### src/rtl/sd_card_responder_pkg.sv
// Shared definitions for the SPI-mode SD card responder: command indices,
// R1 bit masks, data tokens, FSM state encodings and the decode record.
package sd_card_responder_pkg;

  // Command indices (low 6 bits of the first command byte)
  localparam logic [5:0] CMD_GO_IDLE      = 6'd0;
  localparam logic [5:0] CMD_SEND_IF_COND = 6'd8;
  localparam logic [5:0] CMD_READ_SINGLE  = 6'd17;
  localparam logic [5:0] CMD_SD_OP_COND   = 6'd41;
  localparam logic [5:0] CMD_APP_CMD      = 6'd55;

  // R1 bit masks and link bytes
  localparam logic [7:0] R1_IDLE     = 8'h01;
  localparam logic [7:0] R1_ILLEGAL  = 8'h04;
  localparam logic [7:0] R1_PARAM    = 8'h40;
  localparam logic [7:0] TOKEN_START = 8'hFE;
  localparam logic [7:0] FILL_BYTE   = 8'hFF;
  localparam logic [7:0] CRC_BYTE    = 8'h00;

  localparam int unsigned BLOCK_BYTES = 512;

  typedef enum logic [2:0] {
    LINK_HUNT,
    LINK_CMD,
    LINK_NCR,
    LINK_RESP,
    LINK_NAC,
    LINK_TOKEN,
    LINK_DATA,
    LINK_CRC
  } link_state_e;

  typedef enum logic [1:0] {
    CARD_POWERUP,
    CARD_IDLE,
    CARD_READY
  } card_state_e;

  // Outcome of decoding one complete command frame
  typedef struct packed {
    logic        respond;  // 0: stay silent and return to HUNT
    logic [7:0]  r1;
    logic        r7;       // append the four CMD8 echo bytes
    logic        read;     // start a sector read after R1
    card_state_e card;
    logic        app;
    logic [7:0]  poll;
    logic        ready;
  } cmd_decode_t;

  // R1 reflecting only the card state (idle bit until init completes)
  function automatic logic [7:0] card_r1(input card_state_e state);
    return (state == CARD_READY) ? 8'h00 : R1_IDLE;
  endfunction

endpackage

### src/rtl/sd_card_responder_if.sv
// SPI link and backing-store bus of the card emulator. The master side is
// the host plus memory, the slave side is the emulated card.
interface sd_card_responder_if;
  logic        spi_cs;
  logic        spi_clk;
  logic        spi_di;
  logic        spi_do;
  logic [23:0] mem_address;
  logic [7:0]  mem_data;

  modport master (
    output spi_cs, spi_clk, spi_di, mem_data,
    input  spi_do, mem_address
  );

  modport slave (
    input  spi_cs, spi_clk, spi_di, mem_data,
    output spi_do, mem_address
  );
endinterface

### src/rtl/sd_card_responder_spi_byte_slave.sv
// SPI mode-0 byte slave running on the system clock: synchronises the pins,
// detects spi_clk edges, shifts MOSI in on rising edges and MISO out on
// falling edges. One rx_valid pulse per received byte; tx_byte is taken on
// the falling edge that follows that byte's 8th rising edge.
module spi_byte_slave (
  input  logic       clk,
  input  logic       reset,
  input  logic       spi_cs,
  input  logic       spi_clk,
  input  logic       spi_di,
  output logic       spi_do,
  output logic       cs_idle,
  output logic       rx_valid,
  output logic [7:0] rx_byte,
  input  logic [7:0] tx_byte
);

  logic       cs_meta_q, cs_meta_d, cs_sync_q, cs_sync_d;
  logic       sclk_meta_q, sclk_meta_d, sclk_sync_q, sclk_sync_d;
  logic       sclk_prev_q, sclk_prev_d;
  logic       di_meta_q, di_meta_d, di_sync_q, di_sync_d;
  logic [2:0] bit_cnt_q, bit_cnt_d;
  logic [7:0] rx_shift_q, rx_shift_d;
  logic [7:0] tx_shift_q, tx_shift_d;
  logic       do_q, do_d;
  logic       load_q, load_d;
  logic       rx_valid_q, rx_valid_d;
  logic [7:0] rx_byte_q, rx_byte_d;
  logic       sclk_rise, sclk_fall;

  // Edge detect on the synchronised SPI clock
  always_comb begin
    sclk_rise = sclk_sync_q & ~sclk_prev_q;
    sclk_fall = ~sclk_sync_q & sclk_prev_q;
  end

  // Synchronisers, bit counter and shift registers; CS high wins over edges
  always_comb begin
    // NOTE: every always_comb target gets a default first, so no path leaves it unassigned and no latch is inferred.
    cs_meta_d   = spi_cs;
    cs_sync_d   = cs_meta_q;
    sclk_meta_d = spi_clk;
    sclk_sync_d = sclk_meta_q;
    sclk_prev_d = sclk_sync_q;
    di_meta_d   = spi_di;
    di_sync_d   = di_meta_q;
    bit_cnt_d   = bit_cnt_q;
    rx_shift_d  = rx_shift_q;
    tx_shift_d  = tx_shift_q;
    do_d        = do_q;
    load_d      = load_q;
    rx_valid_d  = 1'b0;
    rx_byte_d   = rx_byte_q;

    if (cs_sync_q) begin
      bit_cnt_d  = 3'd0;
      tx_shift_d = 8'hFF;
      do_d       = 1'b1;
      load_d     = 1'b0;
    end else begin
      if (sclk_rise) begin
        rx_shift_d = {rx_shift_q[6:0], di_sync_q};
        bit_cnt_d  = bit_cnt_q + 3'd1;
        if (bit_cnt_q == 3'd7) begin
          rx_valid_d = 1'b1;
          rx_byte_d  = {rx_shift_q[6:0], di_sync_q};
          load_d     = 1'b1;
        end
      end
      if (sclk_fall) begin
        if (load_q) begin
          do_d       = tx_byte[7];
          tx_shift_d = {tx_byte[6:0], 1'b1};
          load_d     = 1'b0;
        end else begin
          do_d       = tx_shift_q[7];
          tx_shift_d = {tx_shift_q[6:0], 1'b1};
        end
      end
    end
  end

  // State registers with synchronous active-high reset
  always_ff @(posedge clk) begin
    if (reset) begin
      cs_meta_q   <= 1'b1;
      cs_sync_q   <= 1'b1;
      sclk_meta_q <= 1'b0;
      sclk_sync_q <= 1'b0;
      sclk_prev_q <= 1'b0;
      di_meta_q   <= 1'b1;
      di_sync_q   <= 1'b1;
      bit_cnt_q   <= 3'd0;
      rx_shift_q  <= 8'h00;
      tx_shift_q  <= 8'hFF;
      do_q        <= 1'b1;
      load_q      <= 1'b0;
      rx_valid_q  <= 1'b0;
      rx_byte_q   <= 8'h00;
    end else begin
      // NOTE: non-blocking assignments so every flop samples pre-edge values, like real hardware.
      cs_meta_q   <= cs_meta_d;
      cs_sync_q   <= cs_sync_d;
      sclk_meta_q <= sclk_meta_d;
      sclk_sync_q <= sclk_sync_d;
      sclk_prev_q <= sclk_prev_d;
      di_meta_q   <= di_meta_d;
      di_sync_q   <= di_sync_d;
      bit_cnt_q   <= bit_cnt_d;
      rx_shift_q  <= rx_shift_d;
      tx_shift_q  <= tx_shift_d;
      do_q        <= do_d;
      load_q      <= load_d;
      rx_valid_q  <= rx_valid_d;
      rx_byte_q   <= rx_byte_d;
    end
  end

  assign spi_do   = do_q;
  assign cs_idle  = cs_sync_q;
  assign rx_valid = rx_valid_q;
  assign rx_byte  = rx_byte_q;

endmodule

### src/rtl/sd_card_responder.sv
// SPI-mode SD card emulator top: link FSM (command framing and response
// slots), card FSM (POWERUP/IDLE/READY) and sector-read memory addressing.
module sd_card_responder
  import sd_card_responder_pkg::*;
#(
  parameter int unsigned INIT_POLLS   = 2,
  parameter int unsigned ACCESS_DELAY = 2
) (
  input  logic                     clk,
  input  logic                     reset,
  sd_card_responder_if.slave       bus,
  output logic                     card_ready,
  output logic [7:0]               load_count
);

  logic        cs_idle, rx_valid;
  logic [7:0]  rx_byte;

  link_state_e link_q, link_d;
  card_state_e card_q, card_d;
  logic        app_q, app_d;
  logic [7:0]  poll_q, poll_d;
  logic        ready_q, ready_d;
  logic [9:0]  cnt_q, cnt_d;
  logic [5:0]  cmd_q, cmd_d;
  logic [31:0] arg_q, arg_d;
  logic [39:0] resp_q, resp_d;
  logic [2:0]  resp_left_q, resp_left_d;
  logic        read_q, read_d;
  logic [7:0]  tx_q, tx_d;
  logic [23:0] addr_q, addr_d;
  logic [7:0]  load_cnt_q, load_cnt_d;

  cmd_decode_t dec;
  logic [7:0]  poll_inc;

  spi_byte_slave u_spi (
    .clk      (clk),
    .reset    (reset),
    .spi_cs   (bus.spi_cs),
    .spi_clk  (bus.spi_clk),
    .spi_di   (bus.spi_di),
    .spi_do   (bus.spi_do),
    .cs_idle  (cs_idle),
    .rx_valid (rx_valid),
    .rx_byte  (rx_byte),
    .tx_byte  (tx_q)
  );

  // Decode the collected command against the current card state
  always_comb begin
    poll_inc    = poll_q + 8'd1;
    dec         = '0;
    dec.respond = 1'b1;
    dec.r1      = card_r1(card_q);
    dec.card    = card_q;
    dec.poll    = poll_q;
    dec.ready   = ready_q;
    dec.app     = 1'b0;

    if (card_q == CARD_POWERUP && cmd_q != CMD_GO_IDLE) begin
      dec.respond = 1'b0;
      dec.app     = app_q;
    end else begin
      case (cmd_q)
        CMD_GO_IDLE: begin
          dec.card  = CARD_IDLE;
          dec.poll  = 8'd0;
          dec.ready = 1'b0;
          dec.r1    = R1_IDLE;
        end
        CMD_SEND_IF_COND: dec.r7 = 1'b1;
        CMD_APP_CMD:      dec.app = 1'b1;
        CMD_SD_OP_COND: begin
          if (!app_q) begin
            dec.r1 = card_r1(card_q) | R1_ILLEGAL;
          end else if (card_q == CARD_IDLE) begin
            dec.poll = poll_inc;
            if (32'(poll_inc) >= INIT_POLLS) begin
              dec.r1    = 8'h00;
              dec.card  = CARD_READY;
              dec.ready = 1'b1;
            end else begin
              dec.r1 = R1_IDLE;
            end
          end else begin
            dec.r1 = 8'h00;
          end
        end
        CMD_READ_SINGLE: begin
          if (card_q != CARD_READY) begin
            dec.r1 = card_r1(card_q) | R1_ILLEGAL;
          end else if (arg_q[31:15] != 17'd0) begin
            dec.r1 = R1_PARAM;
          end else begin
            dec.r1   = 8'h00;
            dec.read = 1'b1;
          end
        end
        default: dec.r1 = card_r1(card_q) | R1_ILLEGAL;
      endcase
    end
  end

  // Link FSM: advances once per received byte and picks the next MISO byte
  always_comb begin
    link_d      = link_q;
    card_d      = card_q;
    app_d       = app_q;
    poll_d      = poll_q;
    ready_d     = ready_q;
    cnt_d       = cnt_q;
    cmd_d       = cmd_q;
    arg_d       = arg_q;
    resp_d      = resp_q;
    resp_left_d = resp_left_q;
    read_d      = read_q;
    tx_d        = tx_q;
    addr_d      = addr_q;
    load_cnt_d  = load_cnt_q;

    if (cs_idle) begin
      link_d = LINK_HUNT;
      tx_d   = FILL_BYTE;
    end else if (rx_valid) begin
      tx_d = FILL_BYTE;
      unique case (link_q)
        LINK_HUNT: begin
          if (rx_byte[7:6] == 2'b01) begin
            link_d = LINK_CMD;
            cmd_d  = rx_byte[5:0];
            cnt_d  = 10'd0;
          end
        end
        LINK_CMD: begin
          if (cnt_q < 10'd4) begin
            arg_d = {arg_q[23:0], rx_byte};
            cnt_d = cnt_q + 10'd1;
          end else begin
            // CRC byte: frame complete, commit card-side effects now
            card_d  = dec.card;
            app_d   = dec.app;
            poll_d  = dec.poll;
            ready_d = dec.ready;
            read_d  = dec.read;
            if (dec.respond) begin
              link_d = LINK_NCR;
              if (dec.r7) begin
                resp_d      = {dec.r1, 8'h00, 8'h00, {4'h0, arg_q[11:8]}, arg_q[7:0]};
                resp_left_d = 3'd4;
              end else begin
                resp_d      = {dec.r1, 32'hFFFF_FFFF};
                resp_left_d = 3'd0;
              end
            end else begin
              link_d = LINK_HUNT;
            end
          end
        end
        LINK_NCR: begin
          link_d = LINK_RESP;
          tx_d   = resp_q[39:32];
          resp_d = {resp_q[31:0], 8'hFF};
        end
        LINK_RESP: begin
          if (resp_left_q != 3'd0) begin
            tx_d        = resp_q[39:32];
            resp_d      = {resp_q[31:0], 8'hFF};
            resp_left_d = resp_left_q - 3'd1;
          end else if (read_q) begin
            addr_d = {arg_q[14:0], 9'd0};
            if (ACCESS_DELAY == 0) begin
              link_d = LINK_TOKEN;
              tx_d   = TOKEN_START;
            end else begin
              link_d = LINK_NAC;
              cnt_d  = 10'd1;
            end
          end else begin
            link_d = LINK_HUNT;
          end
        end
        LINK_NAC: begin
          if (32'(cnt_q) >= ACCESS_DELAY) begin
            link_d = LINK_TOKEN;
            tx_d   = TOKEN_START;
          end else begin
            cnt_d = cnt_q + 10'd1;
          end
        end
        LINK_TOKEN: begin
          // mem_data already reflects the block base address
          link_d = LINK_DATA;
          tx_d   = bus.mem_data;
          addr_d = addr_q + 24'd1;
          cnt_d  = 10'd0;
        end
        LINK_DATA: begin
          if (32'(cnt_q) == BLOCK_BYTES - 1) begin
            link_d = LINK_CRC;
            tx_d   = CRC_BYTE;
            cnt_d  = 10'd0;
          end else begin
            tx_d   = bus.mem_data;
            addr_d = addr_q + 24'd1;
            cnt_d  = cnt_q + 10'd1;
          end
        end
        LINK_CRC: begin
          if (cnt_q == 10'd0) begin
            tx_d  = CRC_BYTE;
            cnt_d = 10'd1;
          end else begin
            link_d     = LINK_HUNT;
            load_cnt_d = load_cnt_q + 8'd1;
          end
        end
        default: link_d = LINK_HUNT;
      endcase
    end
  end

  // State registers with synchronous active-high reset
  always_ff @(posedge clk) begin
    if (reset) begin
      link_q      <= LINK_HUNT;
      card_q      <= CARD_POWERUP;
      app_q       <= 1'b0;
      poll_q      <= 8'd0;
      ready_q     <= 1'b0;
      cnt_q       <= 10'd0;
      cmd_q       <= 6'd0;
      arg_q       <= 32'd0;
      resp_q      <= 40'hFF_FFFF_FFFF;
      resp_left_q <= 3'd0;
      read_q      <= 1'b0;
      tx_q        <= FILL_BYTE;
      addr_q      <= 24'd0;
      load_cnt_q  <= 8'd0;
    end else begin
      link_q      <= link_d;
      card_q      <= card_d;
      app_q       <= app_d;
      poll_q      <= poll_d;
      ready_q     <= ready_d;
      cnt_q       <= cnt_d;
      cmd_q       <= cmd_d;
      arg_q       <= arg_d;
      resp_q      <= resp_d;
      resp_left_q <= resp_left_d;
      read_q      <= read_d;
      tx_q        <= tx_d;
      addr_q      <= addr_d;
      load_cnt_q  <= load_cnt_d;
    end
  end

  assign bus.mem_address = addr_q;
  assign card_ready      = ready_q;
  assign load_count      = load_cnt_q;

endmodule

### src/flat_wrapper.sv
// flat-port wrapper written by rule: the top's interface ports become plain ports
module sd_card_responder_flat import sd_card_responder_pkg::*;
#(
  parameter int unsigned INIT_POLLS   = 2,
  parameter int unsigned ACCESS_DELAY = 2
)
  (clk, reset, card_ready, load_count, bus_spi_cs, bus_spi_clk, bus_spi_di, bus_mem_data, bus_spi_do, bus_mem_address);
  sd_card_responder_if bus_i ();
  input  logic clk;
  input  logic reset;
  output logic card_ready;
  output logic [7:0] load_count;
  input wire logic [$bits(bus_i.spi_cs)-1:0] bus_spi_cs;
  input wire logic [$bits(bus_i.spi_clk)-1:0] bus_spi_clk;
  input wire logic [$bits(bus_i.spi_di)-1:0] bus_spi_di;
  input wire logic [$bits(bus_i.mem_data)-1:0] bus_mem_data;
  output wire logic [$bits(bus_i.spi_do)-1:0] bus_spi_do;
  output wire logic [$bits(bus_i.mem_address)-1:0] bus_mem_address;
  assign bus_i.spi_cs = bus_spi_cs;
  assign bus_i.spi_clk = bus_spi_clk;
  assign bus_i.spi_di = bus_spi_di;
  assign bus_i.mem_data = bus_mem_data;
  assign bus_spi_do = bus_i.spi_do;
  assign bus_mem_address = bus_i.mem_address;
  sd_card_responder #(.INIT_POLLS(INIT_POLLS), .ACCESS_DELAY(ACCESS_DELAY)) u_core (.clk(clk), .reset(reset), .bus(bus_i), .card_ready(card_ready), .load_count(load_count));
endmodule
### config.mk
export PLATFORM = sky130hd
export DESIGN_NAME = sd_card_responder_flat
export DESIGN_NICKNAME = d
export VERILOG_FILES = /design/src/rtl/sd_card_responder_pkg.sv /design/src/rtl/sd_card_responder_if.sv /design/src/rtl/sd_card_responder_spi_byte_slave.sv /design/src/rtl/sd_card_responder.sv /design/src/flat_wrapper.sv
export SDC_FILE = /design/constraint.sdc
export NUM_CORES = 1
export LEC_CHECK = 0
export CORE_UTILIZATION = 50
export DETAILED_ROUTE_END_ITERATION = 16
export HOLD_SLACK_MARGIN = 0.05
export MAX_ROUTING_LAYER = met4
export PLACE_DENSITY = 0.71
export SLEW_MARGIN = 20
export SYNTH_ARGS = -nofsm -noshare
export SYNTH_HDL_FRONTEND = slang
export SYNTH_SLANG_ARGS = --single-unit
### constraint.sdc
create_clock -name clk -period 2.08 [get_ports clk]
set_input_delay 0.416 -clock clk [delete_from_list [all_inputs] [get_ports clk]]
set_output_delay 0.416 -clock clk [all_outputs]
set_load 0.02 [all_outputs]
run_1/wires.png
Only two layers are drawn.
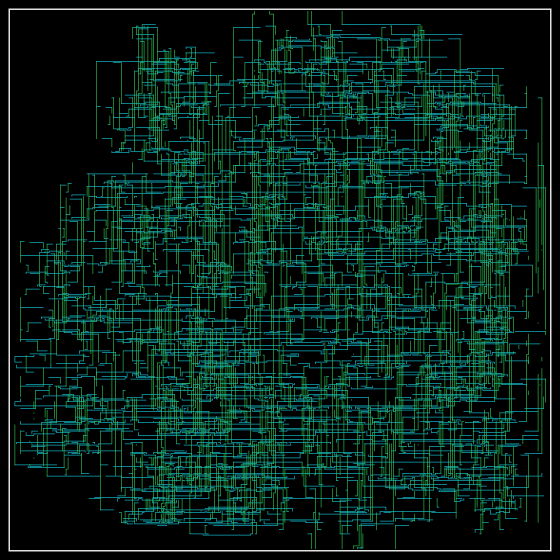
| layer | color | wire length |
|---|---|---|
| metal 2 | green | 9790 um |
| metal 1 | cyan | 10000 um |
DR vias: 7784
DR WL/cell: 15.8 um
final WL: 21.1 mm
Global Route Usage Sum: 25.9%

run_1/flops_by_reg.png
The bar under the picture is 50 um long.
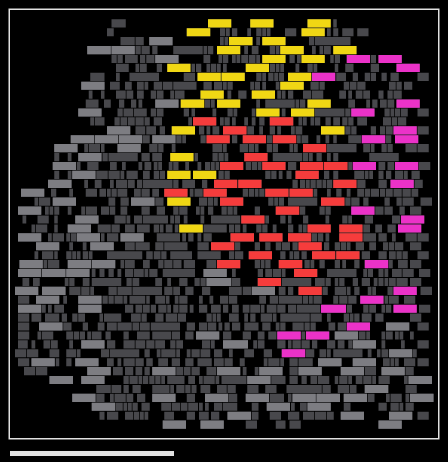
| netlist name | color | placed flops |
|---|---|---|
| u_core.resp_q | red | 40 |
| u_core.bus.mem_address | magenta | 24 |
| u_core.arg_q | yellow | 32 |
not colored: 85
reported sequential group power: 0.00347 W
utilization after layout: 64.2%
flop share of the area: 35.3%
sequential cell area: 0.00363 mm^2

==> flow_summary.toml, run 1 <==
# implementation run metrics
[cts]
cts_tree = "built"
cts_hold_buf = 0
clock-sinks = 181
cts.htree.levels = 4
clockRootBuffer = "clkbuf_16"
path_clk_slew_ns = 0.07
clock_latency_ns = 0.43

[grt]
antenna_found_initial = 0
grt_pass1_wl_mm = 33.8
grt_max_degree = 57
grt_pass1_vias = 6866

[critical_path]
crit_chain = "or3b_4, a2111oi_4, buf_4, o211ai_4, or4_1, a21oi_1"
cp.required_ns = 2.44
critical_path_arrival_ns = 2.42
critPathCaptureType = "flip-flop"
worst_path_max_delay_cell = "or4_1"
critPathKind = "reg2reg"
crit_path_max_fanout = 9
max_stage_delay_ns = 0.49
critical_path.startpoint = "u_core.link_q[2]"

[timing]
rsz0062_at_grt = "true"
slew_viol_final = 0
finalCriticalPeriod_ns = 2.06
finalClockPeriodUsage_pct = 98.8
slew-limit-headroom_pct = 59.4
setup_viol = 0
hold_violations = 0
fin_skew_ns = 0.00852
worstMarginPinSlew_ns = 0.602
max_freq_mhz = 486

[place]
detailed_place_hpwl_mm = 14.4
io_buffers = 46
gp_congestion = 0.899

[synth]
synth-main-ff-cell = "dfxtp_1"
mux_area_share_pct = 3.54
edf_count = 0
simple_gate_area_share_pct = 27.2
synth-seq-cells = 181
syn_inst = 1018
synth.avg_cell_area_um2 = 8.12
ys_sh_xor_pct = 1.27
synth_cell_types = 70
synth.comb.largest_family = "simple AND/OR/NAND/NOR gates"
ys_seq_share_pct = 43.9
ys_warn_count = 0
ys_cells = 1018
yosys-top-cells-area = "dfxtp_1, nand2_1, a21oi_1"
netlist_area_mm2 = 0.00826
top_area_share_pct = 43.9

[layout]
fillers = 1424
antenna_cells = 0
lay_top_cells = "dfxtp_1, nand2_1, a21oi_1"
drive_gt1_share_pct = 15.8
logic_area_mm2 = 0.00443

[pwr]
p_leak_nw = 3.73
switching_share_pct = 21.9
seq_power_share_pct = 49.8
internal_power_w = 0.00544
power_density_mw_per_mm2 = 678
netSwitchingPower_w = 0.00153
clkPwrFrac_pct = 48.4
power_w = 0.00697

[die]
die_w_um = 131
fp_util_pct = 51.6
die-area_mm2 = 0.0170
rows = 46
core_area_mm2 = 0.0160

[route]
drt_first_pass_iters = 5

[hold_path]
min_path_type = "in2reg"

[outcome]
outcome = "finished clean"
run_1/logic_types.png
The bar under the picture is 50 um long.
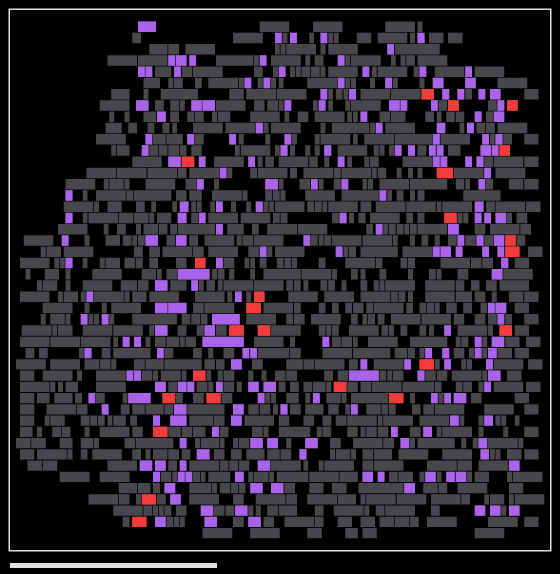
| family | color | cells | most used |
|---|---|---|---|
| non-inverting ao/oa cells | red | 24 | a21o_1 |
| aoi and oai cells | purple | 215 | a21oi_1 |
most common logic cell in the routed design: dfxtp_1
Comb area share: 43.1%
Cell Count, Final, Fillers Out: 1341

## run 1: per-stage QoR
step	setup TNS [ns]	instance area (um^2)	instances	setup slack [ns]	hold slack, ns
2_1_floorplan	0	8260	1018	0.00595	0.389
3_3_place_gp	-0.0177	9430	1297	-0.0177	0.395
3_5_place_dp	-0.0554	9430	1297	-0.0545	0.400
4_1_cts	0	10100	1330	0.0103	0.376
5_1_grt	-0.235	10300	1341	-0.0639	0.407
6_report	0	10300	1341	0.0241	0.389
## run 1: flip-flops by register name (all words and copies together) (netlist names), 3 cells and up
name / count
u_core.cmd_q: 6
u_core.u_spi.tx_shift_q: 7
u_core.u_spi.rx_byte: 8
u_core.poll_q: 8
u_core.resp_q: 40
u_core.u_spi.rx_shift_q: 7
u_core.resp_left_q: 3
u_core.link_q: 3
u_core.u_spi.bit_cnt_q: 3
u_core.arg_q: 32
u_core.bus.mem_address: 24
u_core.tx_q: 8
u_core.cnt_q: 10
u_core.load_count: 8
## run 1: synthesized netlist by cell type (12+ instances only)
cell / instances
a31oi_1: 12
nand3_1: 72
nor2b_1: 13
mux2i_1: 27
dfxtp_1: 181
o211ai_1: 14
and3_1: 13
a211oi_1: 15
nor4_1: 13
nor2_1: 81
a21oi_1: 87
nand2_1: 164
o21ai_0: 45
nor3_1: 27
clkbuf_1: 48
nand4_1: 20
inv_1: 16
## run 1: path summary, 6_finish.rpt
| path | end | slack [ns] | cells past startpoint |
|---|---|---|---|
| worst max-delay path | u_core.poll_q[6] | 0.02 | 6 |
| worst min-delay path | u_core.bus.mem_address[0] | 0.39 | 2 |
| worst max register to register | u_core.poll_q[6] | 0.02 | 6 |
| worst min register to register | u_core.u_spi.di_sync_q | 0.42 | 1 |
## run 1: per-layer routing
layer  up-vias  wire length (um)  track usage [%]
met3        36               887             3.71
met1      3701             10000             34.8
met5         -                 0                -
met2       200              9790             39.7
met4         0               414             9.06
li1       3847                 -                -
## run 1: power by group through the flow
stage / Combinational, W / Sequential, W / Clock (W)
detailed placement: 0.000123 / 0.00355 / 0
global placement: 0.000122 / 0.00355 / 0
floorplan: 0.0000644 / 0.00355 / 0
CTS: 0.000123 / 0.00347 / 0.00342
finish: 0.000124 / 0.00347 / 0.00337
global route: 0.000133 / 0.00347 / 0.00357
## run 1: area by class of cell
type | count | area share (%)
Timing Repair Buffer | 138 | 12.3
Clock buffer | 17 | 4.14
Clock inverter | 15 | 1.86
Inverter | 17 | 0.621
Sequential cell | 181 | 35.3
Tap cell | 216 | 2.63
Multi-Input combinational cell | 757 | 43.1
## run 1: what timing repair did
item	CTS	global route
endpoints found under the setup margin	3	93
buffers inserted	1	9
resized	2	30
gates cloned	0	2
pin swaps	0	9
## run 1: worst max-delay path, delay by kind of cell (launching register included)
kind	cells	cell delay, ns
buffers and inverters	1	0.20
AND-OR/OR-AND	3	0.57
AND/OR/NAND/NOR	2	0.90
flip-flops	1	0.32
run_1/clocks.png
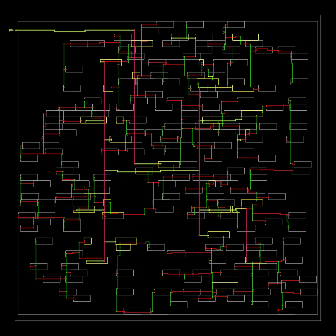

==> inputs of run 2 (changes only) <==
SKIP_CTS_REPAIR_TIMING = 1   (was not set)
run_2/clocks.png
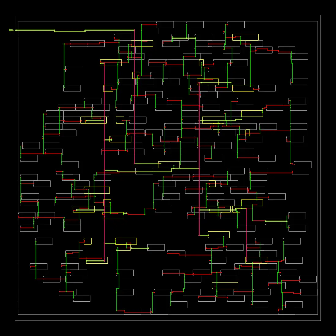
flop count: 181
Num CTS Buffers: 17
Clock group: 0.00337 W

==> run 2 against run 1 <==
Against the previous run: clock skew rose by 0.0026 ns; clock power about the same; setup slack worse by 0.0037 ns; sequential power is essentially flat; critical endpoint is now u_core.bus.mem_address[3]; largest cell class unchanged; largest power group unchanged.
==> flow_summary.toml, run 2 <==
# implementation run metrics
[die]
fp.dieH_um = 131
die_w_um = 131
fp_util_pct = 51.6
core_area_mm2 = 0.0160
rows = 46
die-area_mm2 = 0.0170

[synth]
edf_count = 0
yosysMostFrequentCell = "dfxtp_1"
top_area_share_pct = 43.9
syn_inst = 1018
synth-seq-cells = 181
ys_cells = 1018
synth.avg_cell_area_um2 = 8.12
synth.comb.largest_family = "simple AND/OR/NAND/NOR gates"
netlist_area_mm2 = 0.00826
ys_sh_xor_pct = 1.27
ys_warn_count = 0
synth-main-ff-cell = "dfxtp_1"
ys_seq_share_pct = 43.9
mux_area_share_pct = 3.54
simple_gate_area_share_pct = 27.2
yosys-top-cells-area = "dfxtp_1, nand2_1, a21oi_1"
ys_top_cells_by_count = "dfxtp_1, nand2_1, a21oi_1"
synth_cell_types = 70
fp_nets = 1042

[timing]
hold_violations = 0
rsz0062_at_grt = "true"
finalClockPeriodUsage_pct = 99.0
slew_viol_final = 0
slew-limit-headroom_pct = 60.3
fin_skew_ns = 0.0111
finalCriticalPeriod_ns = 2.06
setup_viol = 0
worstMarginPinSlew_ns = 0.588
hold_ws_ns = 0.396
max_freq_mhz = 486

[pwr]
power_density_mw_per_mm2 = 679
p_leak_nw = 3.71

[grt]
grt-ovfl-total = 0
antenna_found_initial = 0
grt_pass1_vias = 6867
grt_pass1_wl_mm = 33.7
grt_max_degree = 57

[layout]
top_register = "u_core.resp_q"
drive_gt1_share_pct = 15.5
final_cells = 1342
final_cell_area_mm2 = 0.0103
antenna_cells = 0
final_common_cell = "dfxtp_1"
largest_reg_flops = 40
logic_area_mm2 = 0.00443
lay_top_cells = "dfxtp_1, nand2_1, a21oi_1"
fillers = 1424

[critical_path]
critical_path_arrival_ns = 2.42
r2r_cells = 9
r2r-end = "u_core.bus.mem_address[3]"
cp.required_ns = 2.44
crit_path_max_fanout = 15
critPathKind = "reg2reg"
crit_end = "u_core.bus.mem_address[3]"
critical_path.startpoint = "u_core.cnt_q[0]"
regToRegSetupSlack_ns = 0.02
critPathCaptureType = "flip-flop"

[place]
gp_congestion = 0.899
placed_area_mm2 = 0.00943
dp.cells = 1297
detailed_place_hpwl_mm = 14.4
io_buffers = 46

[cts]
clock-sinks = 181
cts_tree = "built"
cts.htree.levels = 4
clock_latency_ns = 0.43
clockRootBuffer = "clkbuf_16"
path_clk_slew_ns = 0.07

[route]
top_layer = "met4"
wl_met3_um = 875
drt-wirelength-per-cell_um = 15.7
antenna_left = 0
drc_errors = 0
routed-wl-met2_mm = 9.71
drt_iter0_drc = 678
wl_met1_mm = 10.0
drt_first_pass_iters = 5

[outcome]
outcome = "finished clean"

[hold_path]
min_path_type = "in2reg"
run_2/wires.png
Only two layers are drawn.
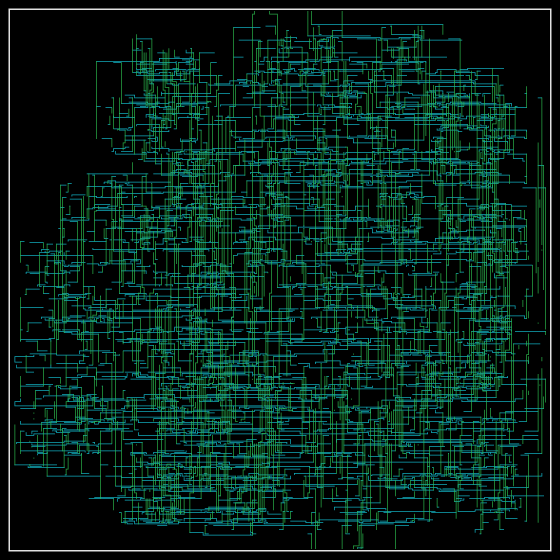
| layer | color | wire length |
|---|---|---|
| metal 2 | green | 9710 um |
| metal 1 | cyan | 10000 um |
DR vias: 7726
final WL: 21.0 mm
Global Route Usage Sum: 25.8%

run 2: cell counts after synthesis:
No cell type changed its count.
run 2: worst min-delay path by stage:
stage	from	to	slack, ns	depth (start not counted)
floorplan	u_core.u_spi.cs_meta_q	u_core.u_spi.cs_idle	0.39	1
global placement	u_core.u_spi.di_meta_q	u_core.u_spi.di_sync_q	0.40	1
detailed placement	u_core.u_spi.di_meta_q	u_core.u_spi.di_sync_q	0.40	1
CTS	reset	u_core.bus.mem_address[0]	0.38	2
global route	reset	u_core.u_spi.sclk_meta_q	0.41	2
finish	reset	u_core.bus.mem_address[0]	0.40	2
run 2: area by class of cell:
class	count	area share [%]
clock buffers	17	4.15
repair buffers	138	12.2
multi-input cells	758	43.2
clock inverters	15	1.87
flip-flops and latches	181	35.4
well taps	216	2.64
inverters	17	0.622
run 2: metrics by stage:
stage                     setup WS (ns)  total power, W  setup TNS, ns
final                            0.0204         0.00697              0
after global routing             -0.107         0.00718         -0.288
after CTS                       -0.0681         0.00702        -0.0867
after global placement          -0.0177         0.00367        -0.0177
after floorplan                 0.00595         0.00362              0
after detailed placement        -0.0545         0.00368        -0.0554
run 2: power breakdown:
part           leakage [nW]  switching [W]  total, W  internal, W
logic                  1.95      0.0000759  0.000124    0.0000486
registers              1.46     0.00000246   0.00347      0.00347
clock network         0.300        0.00145   0.00337      0.00192
run 2: cells by family (layout without fill, tap and decap cells):
| family | count (synthesis) | count (layout) |
|---|---|---|
| AND/OR/NAND/NOR | 466 | 466 |
| AND-OR/OR-AND | 239 | 240 |
| flip-flops | 181 | 181 |
| buffers and inverters | 80 | 187 |
| multiplexers | 29 | 29 |
| XOR/XNOR | 12 | 12 |
| adder cells (fa/ha/maj) | 11 | 11 |
run 2: critical path: stages, from the launching register on:
cell and delay (ns):
dfxtp_1 0.39, ha_2 0.24, nand3_2 0.14, nor4_2 0.31, buf_4 0.20, a211oi_4 0.05, buf_4 0.18, clkbuf_16 0.17
a21bo_2 0.19, a21oi_1 0.13
run 2: routing by layer:
metal | global-route usage, % | up-vias
met3 | 3.87 | 35
met1 | 34.6 | 3656
met2 | 39.4 | 190
li1 | - | 3845
met4 | 9.40 | 0
met5 | - | -
Power is estimated from default activity; no workload was simulated.
